==> config.mk <==
export PLATFORM = sky130hd
export DESIGN_NAME = eprom_fetch_arbiter
export DESIGN_NICKNAME = d
export VERILOG_FILES = /design/src/rtl/eprom_fetch_arbiter.sv
export SDC_FILE = /design/constraint.sdc
export NUM_CORES = 1
export LEC_CHECK = 0
export ABC_CLOCK_PERIOD_IN_PS = 1400
export CORE_ASPECT_RATIO = 2
export CORE_MARGIN = 5
export CORE_UTILIZATION = 35
export CTS_CLUSTER_SIZE = 10
export DETAILED_ROUTE_END_ITERATION = 10
export GPL_TIMING_DRIVEN = 0
export HOLD_SLACK_MARGIN = 0.08
export PLACE_DENSITY_LB_ADDON = 0.3
export SYNTH_ARGS = -nofsm -noshare
export SYNTH_HDL_FRONTEND = slang
export SYNTH_SLANG_ARGS = --single-unit
export TNS_END_PERCENT = 10
==> constraint.sdc <==
create_clock -name clk -period 1.4 [get_ports clk]
set_input_delay 0.42 -clock clk [delete_from_list [all_inputs] [get_ports clk]]
set_output_delay 0.42 -clock clk [all_outputs]
set_load 0.02 [all_outputs]
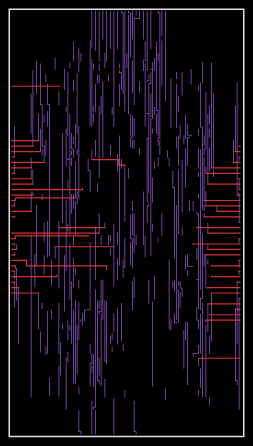
run_1/wires.png
(4 px per µm) Only two layers are drawn.
legend:
  red:
    layer: metal 3
    wire_length: 404 µm
  purple:
    layer: metal 2
    wire_length: 2600 µm
wire length per cell: 14.9 µm
global router's overall resource usage: 16.0%
total number of vias: 1531

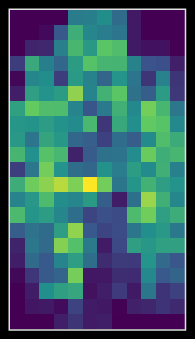
run_1/metal_density.png
(3 px per µm) 12 x 21 tiles, from dark purple (low) to yellow (high), scaled to the fullest tile. Values are wire area over tile area, all layers added.
tiles over half the peak: 35%
fullest tile: 0.34
nearly empty tiles: 10%
mean over tiles: 0.13
Total Routed Length: 4860 µm

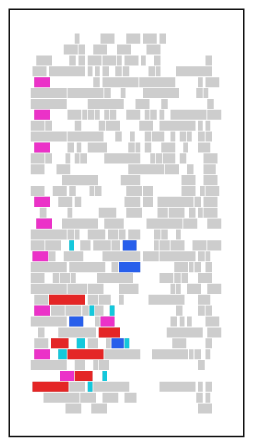
run_1/logic_types.png
(4 px per µm)
legend:
  cyan:
    family: inverters
    cells: 8
  magenta:
    family: multiplexers
    cells: 10
  blue:
    family: AND-OR and OR-AND gates
    cells: 4
  red:
    family: adder and majority cells
    cells: 6
    where: south-west
fraction of standard cell area in multi-input logic: 26.9%
dominant logic cell type in the layout: clkdlybuf4s50_1
final std cells w/o fill: 326

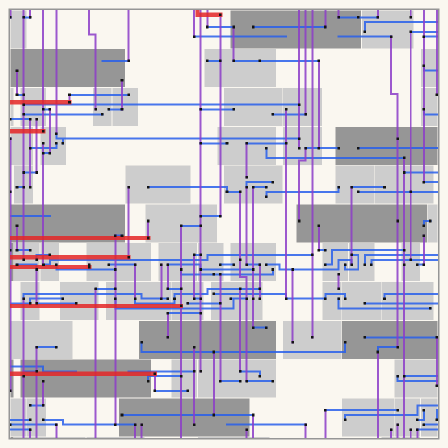
run_1/detail.png
Window x 14 to 44, y 38 to 68 µm. Cells in grey, sequential cells in the stronger grey; small squares are vias.
legend:
  red:
    layer: metal 3
  blue:
    layer: metal 1
  purple:
    layer: metal 2
sequential cells in the window: 9
most frequent: dfrtp_1 (8), a21oi_1 (7), buf_4 (6)
cells with their middle in the window: 51

==> run summary, run 1 <==
impl run done, here's what came out: synth warn 0, Vert. Die Dim 106 µm, hold bufs inserted after CTS 0, total inserted antenna cells 0, I/O pin cnt 87, final number of setup-violating endpoints 4, synthesized cell area 1630 µm², core region area 4550 µm², maximum fanout count along the critical path 3, final setup TNS -0.514 ns, Tightest Pin Transition 0.810 ns, failing checks negative setup slack, Largest stage delay, worst path 0.39 ns, normalized max-slew margin 46.0%, PortBufs 86, Inserted Clock Buffers 5, final worst slack -0.172 ns, summed standard-cell area reported by yosys 1630 µm², Iter 0 DRT Violations 47, Chip Width 58.2 µm, Core Util at FP 35.7%, kind of start point of the critical path flip-flop, result of the run finished with violations, count of clock tree sinks 36, library cell with the largest summed area after synthesis dfrtp_1, Worst path slowest cell dfrtp_1, Rows 35, detailed-placement wirelength estimate 3600 µm, Post-synth area hogs dfrtp_1 (54%), a21oi_1 (13%), mux2_2 (5.5%), nand2_1 (5.5%), nor2_1 (5.1%), Critical Path Stages 4, H-tree lvl count 2, post-route worst hold slack 0.229 ns, Syn Nets 225, clock tree from TritonCTS built, Final Power 6.08 mW, data required time of the critical path 0.98 ns, portion of the post-synthesis area used by sequential elements 55.4%, flip-flop count of the largest register after layout 20
[run 1: metal layers]
layer,wire length [µm],global-route usage (%)
met4,35,5.31
met5,0,0
met1,1820,16.7
met2,2600,29.0
met3,403,5.35
[run 1: cells by family (layout without fill, tap and decap cells)]
logic type,after synthesis,after routing
AND-OR/OR-AND,51,51
buffers and inverters,16,120
flip-flops,36,36
multiplexers,10,10
AND/OR/NAND/NOR,48,48
adder cells (fa/ha/maj),6,6
[run 1: cell usage after synthesis]
cell type	n
a21oi_1	43
dfrtp_1	35
nand2_1	24
nor2_1	22
inv_1	8
mux2_2	8
buf_2	6
ha_1	6
buf_4	2
mux2i_1	2
a21bo_2	1
a21boi_2	1
a31oi_1	1
and3_1	1
dfstp_2	1
nor3b_1	1
o21a_1	1
o21ai_0	1
o21ai_1	1
o22a_1	1
o32a_1	1
[run 1: area by class of cell]
class	instances	area [µm²]	area share, %
well taps	55	68.8	2.51
repair buffers	96	832	30.4
multi-input cells	115	737	26.9
plain buffers	8	75.1	2.74
flip-flops and latches	36	903	33.0
inverters	8	35.0	1.28
clock buffers	8	90.1	3.29
[run 1: repair_timing]
item	CTS	global route
pin swaps	2	1
cloned	0	1
buffers inserted	6	3
setup endpoints to repair	66	60
resized	101	49
[run 1: where the power goes]
part | internal, mW | switching (mW)
sequential | 1.57 | 0.268
combinational | 1.60 | 1.91
clock | 0.401 | 0.334
total | 3.57 | 2.51
[run 1: through the flow]
step                utilization (%)  instance area (µm²)  setup WS, ns  cells
floorplan                         -                 1630       -0.0435    167
global placement               56.2                 2560         -1.14    308
detailed placement             56.1                 2560        -0.499    308
CTS                            60.3                 2750        -0.194    322
global route                   60.2                 2740        -0.229    326
finish                         60.2                 2740        -0.172    326
run_1/placement.png
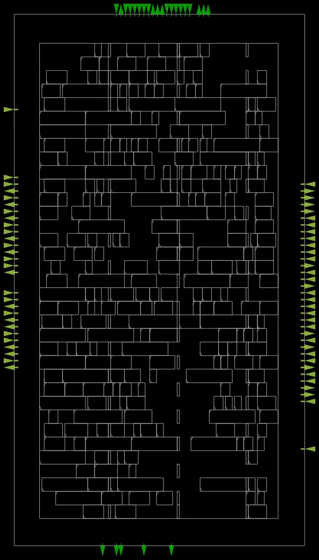

==> run 2, diff against run 1 <==
CORE_UTILIZATION = 36   (was 35)
CTS_BUF_LIST = sky130_fd_sc_hd__clkbuf_8   (was not set)
CTS_CLUSTER_SIZE = 14   (was 10)
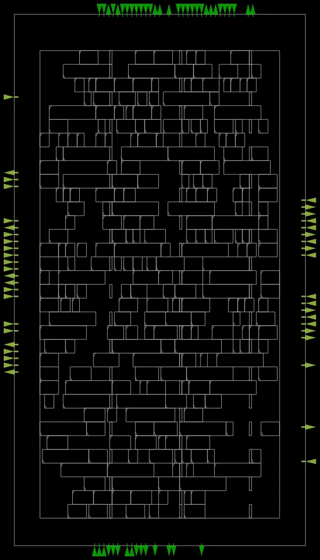
run_2/placement.png
number of well-tap cells placed: 54
final std cells w/o fill: 324
sequential cells: 36
fraction of area in registers: 33.0%

==> run summary, run 2 <==
impl run done, here's what came out: result of the run finished with violations, failing checks negative setup slack, normalized max-slew margin 46.9%, Syn Nets 225, Chip Width 57.6 µm, Tightest Pin Transition 0.797 ns, data required time of the critical path 0.98 ns, Core Util at FP 37.2%, final worst slack -0.217 ns, PortBufs 86, synth warn 0, most used standard cells in the synthesized netlist a21oi_1 (43), dfrtp_1 (35), nand2_1 (24), kind of start point of the critical path flip-flop, synthesized cell area 1630 µm², library cell with the largest summed area after synthesis dfrtp_1, maximum fanout count along the critical path 4, I/O pin cnt 87, post-route worst hold slack 0.217 ns, Iter 0 DRT Violations 57, Critical Path Stages 4, worst slack at placement -0.506 ns, Final Power 6.10 mW, final number of setup-violating endpoints 12, Total Routed Length 4830 µm, most used standard cell by instance count after synthesis a21oi_1, core region area 4380 µm², Vert. Die Dim 105 µm, most frequently used flop master after synthesis dfrtp_1, count of clock tree sinks 36, detailed-placement wirelength estimate 3450 µm, clock tree from TritonCTS built, global router's overall resource usage 16.2%, dominant logic cell type in the layout clkdlybuf4s50_1, total inserted antenna cells 0, proportion of synthesized flip-flops having asynchronous set or reset 100%
[run 2: through the flow]
stage                     cell area, µm²  setup TNS [ns]  util [%]
after detailed placement            2550           -8.97      58.3
after global placement              2560          -44.13      58.4
after floorplan                     1630          -0.119         -
after global routing                2750           -2.00      62.6
after CTS                           2740          -0.550      62.5
final                               2750           -1.40      62.6
[run 2: layer usage]
metal	part of all wire, %	wire, µm	vias up	GRT usage, %
met5	0	0	-	0
met4	1.3	65	0	4.98
met3	6.5	312	6	4.69
met2	57	2750	53	29.4
met1	35	1700	731	17.5
li1	-	-	759	-
[run 2: area by class of cell]
class	instances	area [µm²]	area share, %
sequential	36	905	33.0
clock buffer	6	82.6	3.01
clock inverter	2	10.0	0.365
inverter	8	32.5	1.19
buffer	8	73.8	2.69
timing repair buffer	95	837	30.5
tap	54	67.6	2.46
multi-input combinational	115	737	26.8
[run 2: timing repair]
action	in CTS	in global routing
endpoints found under the hold margin	0	0
gates resized	108	44
setup endpoints to repair	66	58
hold buffers	0	0
pin swaps	1	1
gates cloned	0	2
setup buffers	5	2
[run 2: logic make-up after synthesis]
family | Yosys count | share of synthesized area, %
AND-OR/OR-AND | 51 | 17.1
adder cells (fa/ha/maj) | 6 | 4.61
buffers and inverters | 16 | 4.61
flip-flops | 36 | 55.4
AND/OR/NAND/NOR | 48 | 11.5
multiplexers | 10 | 6.76
[run 2: worst reg2reg max path, cell delays in order (launching register included)]
cell     delay [ns]
dfrtp_2        0.41
inv_4          0.07
buf_4          0.13
ha_1           0.28
nand2_4        0.16
mux2_2         0.35
[run 2: power breakdown]
part	leakage, nW	switching (mW)	internal [mW]
combinational	0.791	1.90	1.59
sequential	0.412	0.295	1.57
clock	0.0510	0.356	0.392
total	1.25	2.55	3.55
Power and IR drop assume default switching activity.
